`src/rtl/qbus_dma_arbiter_pkg.sv`:
```
// Shared types and defaults for the Q-bus DMA arbiter.
package qbus_dma_arbiter_pkg;

  // Arbiter sequencing states
  typedef enum logic [2:0] {
    IDLE     = 3'd0,
    REQ      = 3'd1,
    PASS     = 3'd2,
    WAIT_BUS = 3'd3,
    GRANT    = 3'd4,
    RELEASE  = 3'd5
  } arb_state_e;

  localparam int DEF_SYNC_STAGES   = 2;
  localparam int DEF_GRANT_TIMEOUT = 64;
  localparam int DEF_MAX_HOLD      = 256;

  // Index width for a requester count; a single requester still gets one bit
  function automatic int owner_width(input int n);
    return (n > 1) ? $clog2(n) : 1;
  endfunction

  // Counter width able to hold the larger of the two cycle limits
  function automatic int count_width(input int a, input int b);
    return (a > b) ? $clog2(a + 1) : $clog2(b + 1);
  endfunction

endpackage

```
`src/rtl/qbus_dma_arbiter_if.sv`:
```
// Q-bus DMA handshake signals between the arbiter and the CPU/bus side.
interface qbus_dma_arbiter_if;
  logic dmr_n;
  logic dmgi_n;
  logic dmgo_n;
  logic sack_n;
  logic sync_n;
  logic rply_n;

  modport arb (
    output dmr_n,
    output dmgo_n,
    output sack_n,
    input  dmgi_n,
    input  sync_n,
    input  rply_n
  );

  modport cpu (
    input  dmr_n,
    input  dmgo_n,
    input  sack_n,
    output dmgi_n,
    output sync_n,
    output rply_n
  );
endinterface

```
`src/rtl/qbus_dma_arbiter_rr_pick.sv`:
```
// Combinational round-robin picker: first set request at or after the pointer.
module qbus_dma_arbiter_rr_pick #(
  parameter int N_REQ = 2,
  parameter int OW    = 1
) (
  input  logic [N_REQ-1:0] req,
  input  logic [OW-1:0]    ptr,
  output logic [N_REQ-1:0] pick_oh,
  output logic [OW-1:0]    pick_idx,
  output logic             pick_valid
);

  logic [N_REQ-1:0] upper_s;
  logic [N_REQ-1:0] cand_s;

  // Keep only requests whose index is at or above the pointer
  always_comb begin
    upper_s = {N_REQ{1'b0}};
    for (int i = 0; i < N_REQ; i++) begin
      if (i >= int'(ptr)) begin
        upper_s[i] = req[i];
      end else begin
        upper_s[i] = 1'b0;
      end
    end
  end

  // Lowest set bit, preferring the upper part so the search wraps around
  always_comb begin
    pick_valid = |req;
    pick_idx   = {OW{1'b0}};
    if (|upper_s) begin
      cand_s = upper_s;
    end else begin
      cand_s = req;
    end
    for (int i = N_REQ - 1; i >= 0; i--) begin
      if (cand_s[i]) begin
        pick_idx = OW'(i);
      end else begin
        pick_idx = pick_idx;
      end
    end
  end

  // One-hot form of the chosen index
  always_comb begin
    pick_oh = {N_REQ{1'b0}};
    for (int i = 0; i < N_REQ; i++) begin
      pick_oh[i] = pick_valid && (OW'(i) == pick_idx);
    end
  end

endmodule

```
`src/rtl/qbus_dma_arbiter.sv`:
```
// Q-bus DMA arbiter: requests the bus from the CPU with DMR/DMGI/SACK, waits
// for the bus to go idle and grants one local requester round-robin. Grants
// nobody here wants are passed down the DMGO daisy chain.
module qbus_dma_arbiter
  import qbus_dma_arbiter_pkg::*;
#(
  parameter int  N_REQ         = 2,
  parameter int  SYNC_STAGES   = DEF_SYNC_STAGES,
  parameter int  GRANT_TIMEOUT = DEF_GRANT_TIMEOUT,
  parameter int  MAX_HOLD      = DEF_MAX_HOLD,
  localparam int OW            = owner_width(N_REQ)
) (
  input  logic                 clk,
  input  logic                 rst_n,
  input  logic [N_REQ-1:0]     req,
  input  logic [N_REQ-1:0]     done,
  output logic [N_REQ-1:0]     gnt,
  output logic [OW-1:0]        owner,
  output logic                 timeout_err,
  qbus_dma_arbiter_if.arb      bus
);

  localparam int CW = count_width(GRANT_TIMEOUT, MAX_HOLD);

  // Asynchronous bus inputs; idle level is 1 for all three
  logic [SYNC_STAGES-1:0] dmgi_sync_r;
  logic [SYNC_STAGES-1:0] sync_sync_r;
  logic [SYNC_STAGES-1:0] rply_sync_r;
  logic                   dmgi_s;
  logic                   sync_s;
  logic                   rply_s;

  arb_state_e       state_r;
  logic             dmr_n_r;
  logic             sack_n_r;
  logic             dmgo_n_r;
  logic [N_REQ-1:0] gnt_r;
  logic [OW-1:0]    owner_r;
  logic             timeout_err_r;
  logic [OW-1:0]    rr_ptr_r;
  logic [OW-1:0]    winner_r;
  logic [N_REQ-1:0] winner_oh_r;
  logic [CW-1:0]    cnt_r;

  logic [N_REQ-1:0] pick_oh_s;
  logic [OW-1:0]    pick_idx_s;
  logic             pick_valid_s;
  logic             req_expired_s;
  logic             hold_over_s;
  logic             owner_quit_s;
  logic             release_s;
  logic [OW-1:0]    next_ptr_s;

  // Shift each asynchronous bus input through its synchroniser chain
  always_ff @(posedge clk or negedge rst_n) begin
    if (!rst_n) begin
      dmgi_sync_r <= {SYNC_STAGES{1'b1}};
      sync_sync_r <= {SYNC_STAGES{1'b1}};
      rply_sync_r <= {SYNC_STAGES{1'b1}};
    end else begin
      dmgi_sync_r[0] <= bus.dmgi_n;
      sync_sync_r[0] <= bus.sync_n;
      rply_sync_r[0] <= bus.rply_n;
      for (int i = 1; i < SYNC_STAGES; i++) begin
        dmgi_sync_r[i] <= dmgi_sync_r[i-1];
        sync_sync_r[i] <= sync_sync_r[i-1];
        rply_sync_r[i] <= rply_sync_r[i-1];
      end
    end
  end

  assign dmgi_s = dmgi_sync_r[SYNC_STAGES-1];
  assign sync_s = sync_sync_r[SYNC_STAGES-1];
  assign rply_s = rply_sync_r[SYNC_STAGES-1];

  qbus_dma_arbiter_rr_pick #(
    .N_REQ (N_REQ),
    .OW    (OW)
  ) u_rr_pick (
    .req        (req),
    .ptr        (rr_ptr_r),
    .pick_oh    (pick_oh_s),
    .pick_idx   (pick_idx_s),
    .pick_valid (pick_valid_s)
  );

  // Limit detection, owner release conditions and the next round-robin start
  always_comb begin
    req_expired_s = (cnt_r == CW'(GRANT_TIMEOUT - 1));
    hold_over_s   = (cnt_r == CW'(MAX_HOLD - 1));
    owner_quit_s  = (|(done & winner_oh_r)) || !(|(req & winner_oh_r));
    release_s     = owner_quit_s || hold_over_s;
    if (winner_r == OW'(N_REQ - 1)) begin
      next_ptr_s = {OW{1'b0}};
    end else begin
      next_ptr_s = winner_r + OW'(1);
    end
  end

  // Arbitration sequencer with all bus-facing outputs registered
  always_ff @(posedge clk or negedge rst_n) begin
    if (!rst_n) begin
      state_r       <= IDLE;
      dmr_n_r       <= 1'b1;
      sack_n_r      <= 1'b1;
      dmgo_n_r      <= 1'b1;
      gnt_r         <= {N_REQ{1'b0}};
      owner_r       <= {OW{1'b0}};
      timeout_err_r <= 1'b0;
      rr_ptr_r      <= {OW{1'b0}};
      winner_r      <= {OW{1'b0}};
      winner_oh_r   <= {N_REQ{1'b0}};
      cnt_r         <= {CW{1'b0}};
    end else begin
      timeout_err_r <= 1'b0;
      case (state_r)
        IDLE: begin
          if (!dmgi_s) begin
            // Someone upstream already granted; it is not ours to take
            dmgo_n_r <= 1'b0;
            state_r  <= PASS;
          end else if (pick_valid_s) begin
            dmr_n_r <= 1'b0;
            cnt_r   <= {CW{1'b0}};
            state_r <= REQ;
          end
        end
        PASS: begin
          if (dmgi_s) begin
            dmgo_n_r <= 1'b1;
            state_r  <= IDLE;
          end else begin
            dmgo_n_r <= 1'b0;
          end
        end
        REQ: begin
          cnt_r <= cnt_r + CW'(1);
          // Grant is checked first so it wins over a coincident timeout
          if (!dmgi_s && pick_valid_s) begin
            sack_n_r    <= 1'b0;
            dmr_n_r     <= 1'b1;
            winner_r    <= pick_idx_s;
            winner_oh_r <= pick_oh_s;
            state_r     <= WAIT_BUS;
          end else if (!dmgi_s) begin
            dmr_n_r  <= 1'b1;
            dmgo_n_r <= 1'b0;
            state_r  <= PASS;
          end else if (req_expired_s) begin
            dmr_n_r       <= 1'b1;
            timeout_err_r <= 1'b1;
            state_r       <= IDLE;
          end
        end
        WAIT_BUS: begin
          // Previous master must have finished its cycle: SYNC and RPLY both high
          if (sync_s && rply_s) begin
            gnt_r   <= winner_oh_r;
            owner_r <= winner_r;
            cnt_r   <= {CW{1'b0}};
            state_r <= GRANT;
          end
        end
        GRANT: begin
          cnt_r <= cnt_r + CW'(1);
          if (release_s) begin
            gnt_r         <= {N_REQ{1'b0}};
            rr_ptr_r      <= next_ptr_s;
            timeout_err_r <= hold_over_s && !owner_quit_s;
            state_r       <= RELEASE;
          end
        end
        RELEASE: begin
          sack_n_r <= 1'b1;
          state_r  <= IDLE;
        end
        default: begin
          dmr_n_r  <= 1'b1;
          sack_n_r <= 1'b1;
          dmgo_n_r <= 1'b1;
          gnt_r    <= {N_REQ{1'b0}};
          state_r  <= IDLE;
        end
      endcase
    end
  end

  assign bus.dmr_n  = dmr_n_r;
  assign bus.sack_n = sack_n_r;
  assign bus.dmgo_n = dmgo_n_r;
  assign gnt        = gnt_r;
  assign owner      = owner_r;
  assign timeout_err = timeout_err_r;

endmodule

```
`src/flat_wrapper.sv`:
```
// flat-port wrapper written by rule: the top's interface ports become plain ports
module qbus_dma_arbiter_flat import qbus_dma_arbiter_pkg::*;
#(
  parameter int  N_REQ         = 2,
  parameter int  SYNC_STAGES   = DEF_SYNC_STAGES,
  parameter int  GRANT_TIMEOUT = DEF_GRANT_TIMEOUT,
  parameter int  MAX_HOLD      = DEF_MAX_HOLD,
  localparam int OW            = owner_width(N_REQ)
)
  (clk, rst_n, req, done, gnt, owner, timeout_err, bus_dmr_n, bus_dmgo_n, bus_sack_n, bus_dmgi_n, bus_sync_n, bus_rply_n);
  qbus_dma_arbiter_if bus_i ();
  input  logic clk;
  input  logic rst_n;
  input  logic [N_REQ-1:0] req;
  input  logic [N_REQ-1:0] done;
  output logic [N_REQ-1:0] gnt;
  output logic [OW-1:0] owner;
  output logic timeout_err;
  output wire logic [$bits(bus_i.dmr_n)-1:0] bus_dmr_n;
  output wire logic [$bits(bus_i.dmgo_n)-1:0] bus_dmgo_n;
  output wire logic [$bits(bus_i.sack_n)-1:0] bus_sack_n;
  input wire logic [$bits(bus_i.dmgi_n)-1:0] bus_dmgi_n;
  input wire logic [$bits(bus_i.sync_n)-1:0] bus_sync_n;
  input wire logic [$bits(bus_i.rply_n)-1:0] bus_rply_n;
  assign bus_dmr_n = bus_i.dmr_n;
  assign bus_dmgo_n = bus_i.dmgo_n;
  assign bus_sack_n = bus_i.sack_n;
  assign bus_i.dmgi_n = bus_dmgi_n;
  assign bus_i.sync_n = bus_sync_n;
  assign bus_i.rply_n = bus_rply_n;
  qbus_dma_arbiter #(.N_REQ(N_REQ), .SYNC_STAGES(SYNC_STAGES), .GRANT_TIMEOUT(GRANT_TIMEOUT), .MAX_HOLD(MAX_HOLD)) u_core (.clk(clk), .rst_n(rst_n), .req(req), .done(done), .gnt(gnt), .owner(owner), .timeout_err(timeout_err), .bus(bus_i));
endmodule
```
`config.mk`:
```
export PLATFORM = sky130hd
export DESIGN_NAME = qbus_dma_arbiter_flat
export DESIGN_NICKNAME = d
export VERILOG_FILES = /design/src/rtl/qbus_dma_arbiter_pkg.sv /design/src/rtl/qbus_dma_arbiter_if.sv /design/src/rtl/qbus_dma_arbiter_rr_pick.sv /design/src/rtl/qbus_dma_arbiter.sv /design/src/flat_wrapper.sv
export SDC_FILE = /design/constraint.sdc
export NUM_CORES = 1
export LEC_CHECK = 0
export ABC_AREA = 1
export CAP_MARGIN = 15
export CORE_MARGIN = 10
export CORE_UTILIZATION = 52
export CTS_BUF_LIST = sky130_fd_sc_hd__clkbuf_4 sky130_fd_sc_hd__clkbuf_8
export CTS_CLUSTER_DIAMETER = 120
export CTS_CLUSTER_SIZE = 20
export DETAILED_ROUTE_END_ITERATION = 10
export PLACE_DENSITY = 0.75
export SLEW_MARGIN = 0
export SYNTH_ARGS = -nofsm -noshare
export SYNTH_HDL_FRONTEND = slang
export SYNTH_SLANG_ARGS = --single-unit
```
`constraint.sdc`:
```
create_clock -name clk -period 1.7 [get_ports clk]
set_input_delay 0.34 -clock clk [delete_from_list [all_inputs] [get_ports clk]]
set_output_delay 0.34 -clock clk [all_outputs]
set_load 0.005 [all_outputs]
```
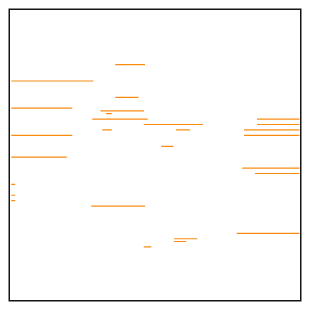
(images/met3.png)
(4 px per um)
The longest straight run is 20.2 um. The layer holds 7.5% of the routed length. 21 nets have wire on it.
GR Util met3: 6.26%
via count: 1,286
drt total wl: 3.18 mm

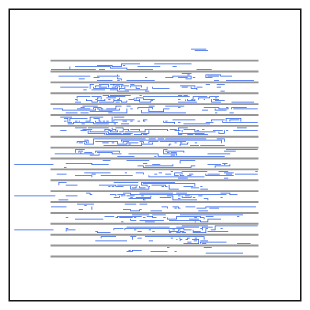
(images/met1.png)
(4 px per um) Supply wires on this layer in grey.
The wires run mostly horizontal. The layer carries 1,440 um of wire. 207 nets have wire on it. The longest straight run is 25.1 um.
GR met1 Demand/Resource: 14.6%

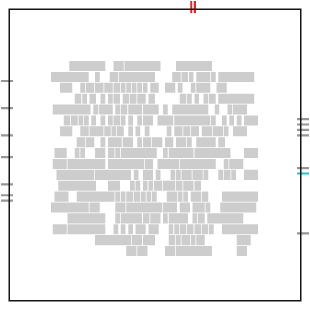
(images/pins.png)
(4 px per um) Pins as bars across the die edge, other pins in grey.
gnt: marked red, pins 2, direction output, edge north. owner: marked cyan, pins 1, direction output, edge east.
All pins by edge: 7 west, 7 east, 2 north.
number of port buffers: 15
Horiz. Die Dim: 72.5 um
die height: 72.5 um

==> Changelog: implementation <==
### Physical design

- Final total negative setup slack: 0 ps
- Synth logic family: simple AND/OR/NAND/NOR gates
- Diode count: 0
- Post-route cell area: approximately 1900 um^2
- Regs by FF count: u_core.cnt_r: 9 flops, u_core.state_r: 3 flops
- Flop and latch count out of synthesis: 29
- Family with the most delay on the worst path: simple AND/OR/NAND/NOR gates
- Number of global-route vias before repair: around 1.3k
- Clock tree from TritonCTS: built
- Num tapcells: 30
- Arrival @ worst endpoint: a little under 2000 ps
- Number of instances resized during post-cts repair: 4
- Number of warning messages in the yosys log: 0
- Critical Path Slowest Stage Cell: sky130_fd_sc_hd__dfrtp_1
- Final max-slew violation count: 0
- Crit-path max cell delay: about 370 ps
- Nature of the critical path endpoint: flop
- AND/OR/NAND/NOR Cells, Area Fraction: between 20% and 30%
- Number of cells traversed by the worst hold path: 0
- Flop share of the area: between 30% and 40%
- Antenna violations before repair: 0
- Cell depth of the worst setup path: 13
- Most used routing layer: met2
- Critical Path RT: a little under 2000 ps
- Number of setup buffers added after CTS: 3
- Outcome: completed
- Cell Chain, Critical Path: ha_2 > nand3_2 > nor2_2 > nand2_1 > nor2_1 > ha_2 > inv_2 > nand3_4 > nor2_4 > nor2_4 > nand2_2 > nand2_1 > nand2_1
- Total cells reported by yosys after synthesis: ~180
- Hold Crit Endpoint: u_core.sync_sync_r[1]
- Number of flip-flops in the largest register: 9
- Critical R2R Launch: u_core.cnt_r[0]
- Total power density per cell area: 1420 nW/um^2
- Leakage power: 0.907 nW
- Setup slack after layout: ~2.3 ps
- CP max FO: 3
- Number of ordinary inverters in the final layout: 26
- Total clock buffers created by CTS: 5
- M2 GR Usage: between 10% and 20%
- Worst-Skew Late Latency: 330 ps
- Clock-pin slew on the worst setup and hold paths: approximately 90 ps
- Average wire length per cell after detail routing: about 13 um
- Clock buffer count: 7
- Most flop-heavy register: u_core.cnt_r
-- routing by layer --
layer	wire length [um]	part of all wire, %
met1	1440	45
met2	1440	45
met3	237	7.5
met5	0	0
met4	59	1.9
-- cells in the mapped netlist --
cell / instances / area share [%]
sky130_fd_sc_hd__nand2_1: 48 / 13
sky130_fd_sc_hd__nor2_1: 13 / 3.4
sky130_fd_sc_hd__inv_2: 5 / 1.3
sky130_fd_sc_hd__o211ai_1: 1 / 0.52
sky130_fd_sc_hd__o21ai_0: 5 / 1.7
sky130_fd_sc_hd__ha_1: 2 / 1.7
sky130_fd_sc_hd__dfrtp_1: 20 / 35
sky130_fd_sc_hd__nand3_1: 16 / 5.6
sky130_fd_sc_hd__o21a_1: 1 / 0.52
sky130_fd_sc_hd__nand3_2: 2 / 1.4
sky130_fd_sc_hd__a21oi_1: 4 / 1.4
sky130_fd_sc_hd__nor3_1: 2 / 0.70
sky130_fd_sc_hd__a31oi_1: 2 / 0.87
sky130_fd_sc_hd__nor3_2: 2 / 1.4
sky130_fd_sc_hd__buf_2: 1 / 0.35
sky130_fd_sc_hd__nand4_1: 4 / 1.7
sky130_fd_sc_hd__nor2_2: 2 / 0.87
sky130_fd_sc_hd__dfstp_2: 9 / 17
sky130_fd_sc_hd__o31ai_1: 1 / 0.52
sky130_fd_sc_hd__inv_1: 21 / 5.5
sky130_fd_sc_hd__a21oi_2: 1 / 0.61
sky130_fd_sc_hd__nand3b_1: 1 / 0.52
sky130_fd_sc_hd__xnor2_1: 1 / 0.61
sky130_fd_sc_hd__o21ai_1: 6 / 2.1
sky130_fd_sc_hd__o22ai_1: 3 / 1.3
sky130_fd_sc_hd__xor2_1: 2 / 1.2
-- power by group --
part	internal, mW	total [mW]	switching [mW]
logic	0.494	1.12	0.626
registers	0.899	1.05	0.154
clock network	0.239	0.476	0.237
Power figures rest on the tool's default switching activity, not on a simulated workload.
